### Signal metal coverage by tile

The die is cut into 23 by 23 equal tiles; white is low, dark blue is high, scaled to the fullest tile. Values are wire area over tile area, all layers added.
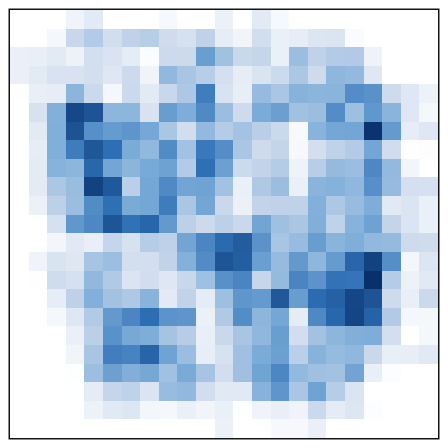
### A small window of the routed layout

Bar = 5 um. Window x 47 to 67, y 70 to 90 um. Cells in grey, sequential cells in the stronger grey; small squares are vias.
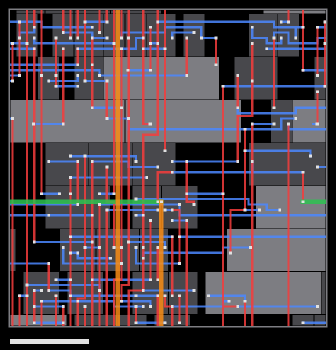
### Pin map

Bar = 20 um. Pins as bars across the die edge, other pins in grey.
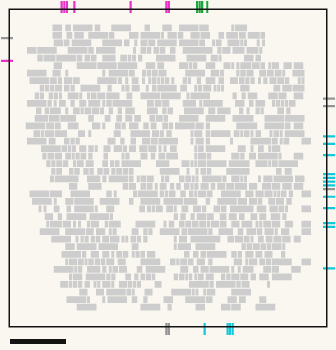
`src/rtl/tone_synth.sv`:
```
// tone_synth: debounced eight-key single-voice square-wave tone generator.
// Ports: clk, rst (sync, active-high), key[7:0], octave[1:0] in;
//        wave, note[3:0], active, half_period[CNT_W-1:0] out.
module tone_synth #(
  parameter int TICK_DIV      = 50,
  parameter int DEBOUNCE      = 20000,
  parameter int RELEASE_TICKS = 100000,
  parameter int CNT_W         = 16
) (
  input  logic             clk,
  input  logic             rst,
  input  logic [7:0]       key,
  input  logic [1:0]       octave,
  output logic             wave,
  output logic [3:0]       note,
  output logic             active,
  output logic [CNT_W-1:0] half_period
);

  localparam int TW = (TICK_DIV > 1) ? $clog2(TICK_DIV) : 1;
  localparam int DW = $clog2(DEBOUNCE + 1);
  localparam int RW = (RELEASE_TICKS > 1) ? $clog2(RELEASE_TICKS) : 1;

  typedef enum logic [1:0] {
    IDLE,
    PLAY,
    REL
  } state_t;

  state_t           state_q, state_d;
  logic [TW-1:0]    tick_cnt_q, tick_cnt_d;
  logic [7:0]       s1_q, s1_d;
  logic [7:0]       s2_q, s2_d;
  logic [3:0]       last_q, last_d;
  logic [DW-1:0]    db_q, db_d;
  logic [3:0]       stable_q, stable_d;
  logic [RW-1:0]    rel_q, rel_d;
  logic [CNT_W-1:0] tone_q, tone_d;
  logic [CNT_W-1:0] cur_half_q, cur_half_d;
  logic             wave_q, wave_d;
  logic [3:0]       note_q, note_d;

  logic             tick;
  logic [3:0]       cand;
  logic [3:0]       sound_note;
  logic [CNT_W-1:0] pending;

  function automatic logic [CNT_W-1:0] half_of(
    input logic [3:0] n,
    input logic [1:0] oct
  );
    logic [CNT_W-1:0] b;
    case (n)
      4'd1:    b = CNT_W'(1908);
      4'd2:    b = CNT_W'(1701);
      4'd3:    b = CNT_W'(1515);
      4'd4:    b = CNT_W'(1433);
      4'd5:    b = CNT_W'(1276);
      4'd6:    b = CNT_W'(1136);
      4'd7:    b = CNT_W'(1012);
      4'd8:    b = CNT_W'(956);
      default: b = '0;
    endcase
    case (oct)
      2'd1:    return b >> 1;
      2'd2:    return b << 1;
      default: return b;
    endcase
  endfunction

  assign tick = (tick_cnt_q == TW'(TICK_DIV - 1));

  // Lowest set key wins; scan high to low so the lowest overwrites.
  always_comb begin
    cand = 4'd0;
    for (int i = 7; i >= 0; i--) begin
      if (s2_q[i]) cand = 4'(i + 1);
    end
  end

  // The note that will sound next: a fresh key, else the held one.
  assign sound_note = (stable_q != 4'd0) ? stable_q : note_q;
  assign pending    = half_of(sound_note, octave);

  always_comb begin
    state_d    = state_q;
    tick_cnt_d = tick ? '0 : tick_cnt_q + TW'(1);
    s1_d       = key;
    s2_d       = s1_q;
    last_d     = last_q;
    db_d       = db_q;
    stable_d   = stable_q;
    rel_d      = rel_q;
    tone_d     = tone_q;
    cur_half_d = cur_half_q;
    wave_d     = wave_q;
    note_d     = note_q;

    if (tick) begin
      last_d = cand;
      if (cand != last_q) begin
        db_d = '0;
      end else if (db_q != DW'(DEBOUNCE)) begin
        db_d = db_q + DW'(1);
      end
      if (db_d == DW'(DEBOUNCE)) stable_d = cand;
    end

    case (state_q)
      IDLE: begin
        if (stable_q != 4'd0) begin
          state_d    = PLAY;
          note_d     = stable_q;
          tone_d     = '0;
          wave_d     = 1'b0;
          cur_half_d = pending;
        end
      end
      default: begin
        // Pitch changes only land on a toggle, so half-cycles stay whole.
        if (tick) begin
          if (tone_q == cur_half_q - CNT_W'(1)) begin
            wave_d     = ~wave_q;
            tone_d     = '0;
            cur_half_d = pending;
          end else begin
            tone_d = tone_q + CNT_W'(1);
          end
        end
        if (state_q == PLAY) begin
          if (stable_q != 4'd0) begin
            note_d = stable_q;
          end else begin
            state_d = REL;
            rel_d   = '0;
          end
        end else begin
          if (stable_q != 4'd0) begin
            state_d = PLAY;
            note_d  = stable_q;
          end else if (tick) begin
            if (rel_q == RW'(RELEASE_TICKS - 1)) begin
              state_d    = IDLE;
              note_d     = 4'd0;
              wave_d     = 1'b0;
              cur_half_d = '0;
              tone_d     = '0;
              rel_d      = '0;
            end else begin
              rel_d = rel_q + RW'(1);
            end
          end
        end
      end
    endcase
  end

  always_ff @(posedge clk) begin
    if (rst) begin
      state_q    <= IDLE;
      tick_cnt_q <= '0;
      s1_q       <= '0;
      s2_q       <= '0;
      last_q     <= '0;
      db_q       <= '0;
      stable_q   <= '0;
      rel_q      <= '0;
      tone_q     <= '0;
      cur_half_q <= '0;
      wave_q     <= 1'b0;
      note_q     <= '0;
    end else begin
      state_q    <= state_d;
      tick_cnt_q <= tick_cnt_d;
      s1_q       <= s1_d;
      s2_q       <= s2_d;
      last_q     <= last_d;
      db_q       <= db_d;
      stable_q   <= stable_d;
      rel_q      <= rel_d;
      tone_q     <= tone_d;
      cur_half_q <= cur_half_d;
      wave_q     <= wave_d;
      note_q     <= note_d;
    end
  end

  assign wave        = wave_q;
  assign note        = note_q;
  assign active      = (state_q != IDLE);
  assign half_period = cur_half_q;

endmodule

```
`config.mk`:
```
export PLATFORM = sky130hd
export DESIGN_NAME = tone_synth
export DESIGN_NICKNAME = d
export VERILOG_FILES = /design/src/rtl/tone_synth.sv
export SDC_FILE = /design/constraint.sdc
export NUM_CORES = 1
export LEC_CHECK = 0
export CAP_MARGIN = 0
export CORE_MARGIN = 5
export CORE_UTILIZATION = 54
export CTS_CLUSTER_SIZE = 25
export DETAILED_ROUTE_END_ITERATION = 7
export PLACE_DENSITY = 0.72
export SLEW_MARGIN = 10
export SYNTH_ARGS = -nofsm -noshare
export SYNTH_HDL_FRONTEND = slang
export SYNTH_SLANG_ARGS = --single-unit
```
`constraint.sdc`:
```
create_clock -name clk -period 2.9 [get_ports clk]
set_clock_uncertainty 0.05 [all_clocks]
set_input_delay 0.435 -clock clk [delete_from_list [all_inputs] [get_ports clk]]
set_output_delay 0.435 -clock clk [all_outputs]
set_load 0.05 [all_outputs]
```
==> impl_metrics.toml <==
# implementation run metrics
[run_status]
outcome = "finished clean"

[yosys]
synth_async_sr_flop_share_pct = 0
synth.cellmix.simpleShare_pct = 30.3
yosys.stat.seqShare_pct = 34.7
enable_flop_cells = 0
synth-compound-area-share_pct = 19.2
netlist_instances = 718
yosysMostFrequentCell = "sky130_fd_sc_hd__dfxtp_1"
synth-cells-yosys = 718
logic_family = "simple AND/OR/NAND/NOR gates"
synth_warnings = 0
synthesis.area_um2 = 5830
synth.yosys.chip_area_um2 = 5830
post_synth_fa_ha_maj_area_fraction_pct = 3.22

[grt]
met2_usage_pct = 37.5

[timing]
slew_viol_final = 0
final_min_period_over_clock_period_pct = 96.1

[power_and_ir_drop]
p_clk_uw = 998
power_switching_uw = 585
net_switching_fraction_of_the_power_pct = 22.8
power.share.clock_pct = 39.0
pleak_nw = 2.46
logic_power_comb_uw = 155
ir_drop_mv = 0.232

[worst_setup_path]
count_of_buffer_and_inverter_cells_on_the_critical_path = 0
worst-endpoint-arrival_ns = 3.04
end_kind = "register"
path_max_fanout = 5
crit_type = "register to register"
path_delay_family = "simple AND/OR/NAND/NOR gates"
critical_path.startpoint = "db_q[7]"
crit_path_start_kind = "register"

[routing]
met1Wirelength_um = 6450

[final_layout]
stdcell_count = 913

[clocking]
clock-sinks = 101
clk_latency_ns = 0.37
cts_tree = "yes"
clk_pin_slew_ns = 0.09

[floorplanning]
floorplan.core_area_um2 = 10700

[placed_design]
dpl.hpwl_um = 10700
globalplace.congestion = 0.944

[run]
max_cap_viols = 0
count_of_tool_warnings = 34
About 'Signal metal coverage by tile':
The fullest tile reaches 0.62. The densest ninth of the die: middle. The emptiest ninth of the die: bottom left. 21% of the tiles are over half the peak.
routed length per instance: 16.0 um
routed wire length: 14600 um
overall global routing resource usage: 22.2%

About 'A small window of the routed layout':
Orange shows metal 4. Blue shows metal 1. Green shows metal 3. Red shows metal 2.
Sequential cells in the window: 6. Netlist names of flops here include stable_q (4), last_q (2). Most frequent: nor2_1 (6), dfxtp_1 (6), a21oi_1 (5). 34 logic cells have their middle in the window.

About 'Pin map':
Magenta shows key, pins 8, direction input, edge 7 top, 1 left. Green shows note, pins 4, direction output, edge top. Cyan shows half_period, pins 16, direction output, edge 12 right, 4 bottom.
All pins by edge: 15 right, 11 top, 6 bottom, 2 left.
die height: 114 um
number of input and output port buffers inserted: 33

metrics by stage:
stage	power, mW	util, %	worst slack (ns)
after floorplan	1.54	-	0.0249
after global placement	1.59	60.2	0.135
after detailed placement	1.60	60.2	0.0283
after CTS	2.58	62.3	0.00130
after global routing	2.66	63.0	0.00411
final	2.56	63.0	0.114
cell type report:
class                   count  area [um^2]  share of cell area, %
well taps                 140          175                   2.60
repair buffers             71          623                   9.24
clock inverters             5         82.6                   1.22
multi-input cells         556         3580                   53.1
flip-flops and latches    101         2030                   30.2
clock buffers              11          141                   2.10
inverters                  29          109                   1.61
final timing paths:
check | end | depth (start not counted) | slack, ns
min | s2_q[6] | 1 | 0.39
max reg2reg | stable_q[3] | 7 | 0.11
min reg2reg | s2_q[6] | 1 | 0.39
max | stable_q[3] | 7 | 0.11
Power is estimated from default activity; no workload was simulated.
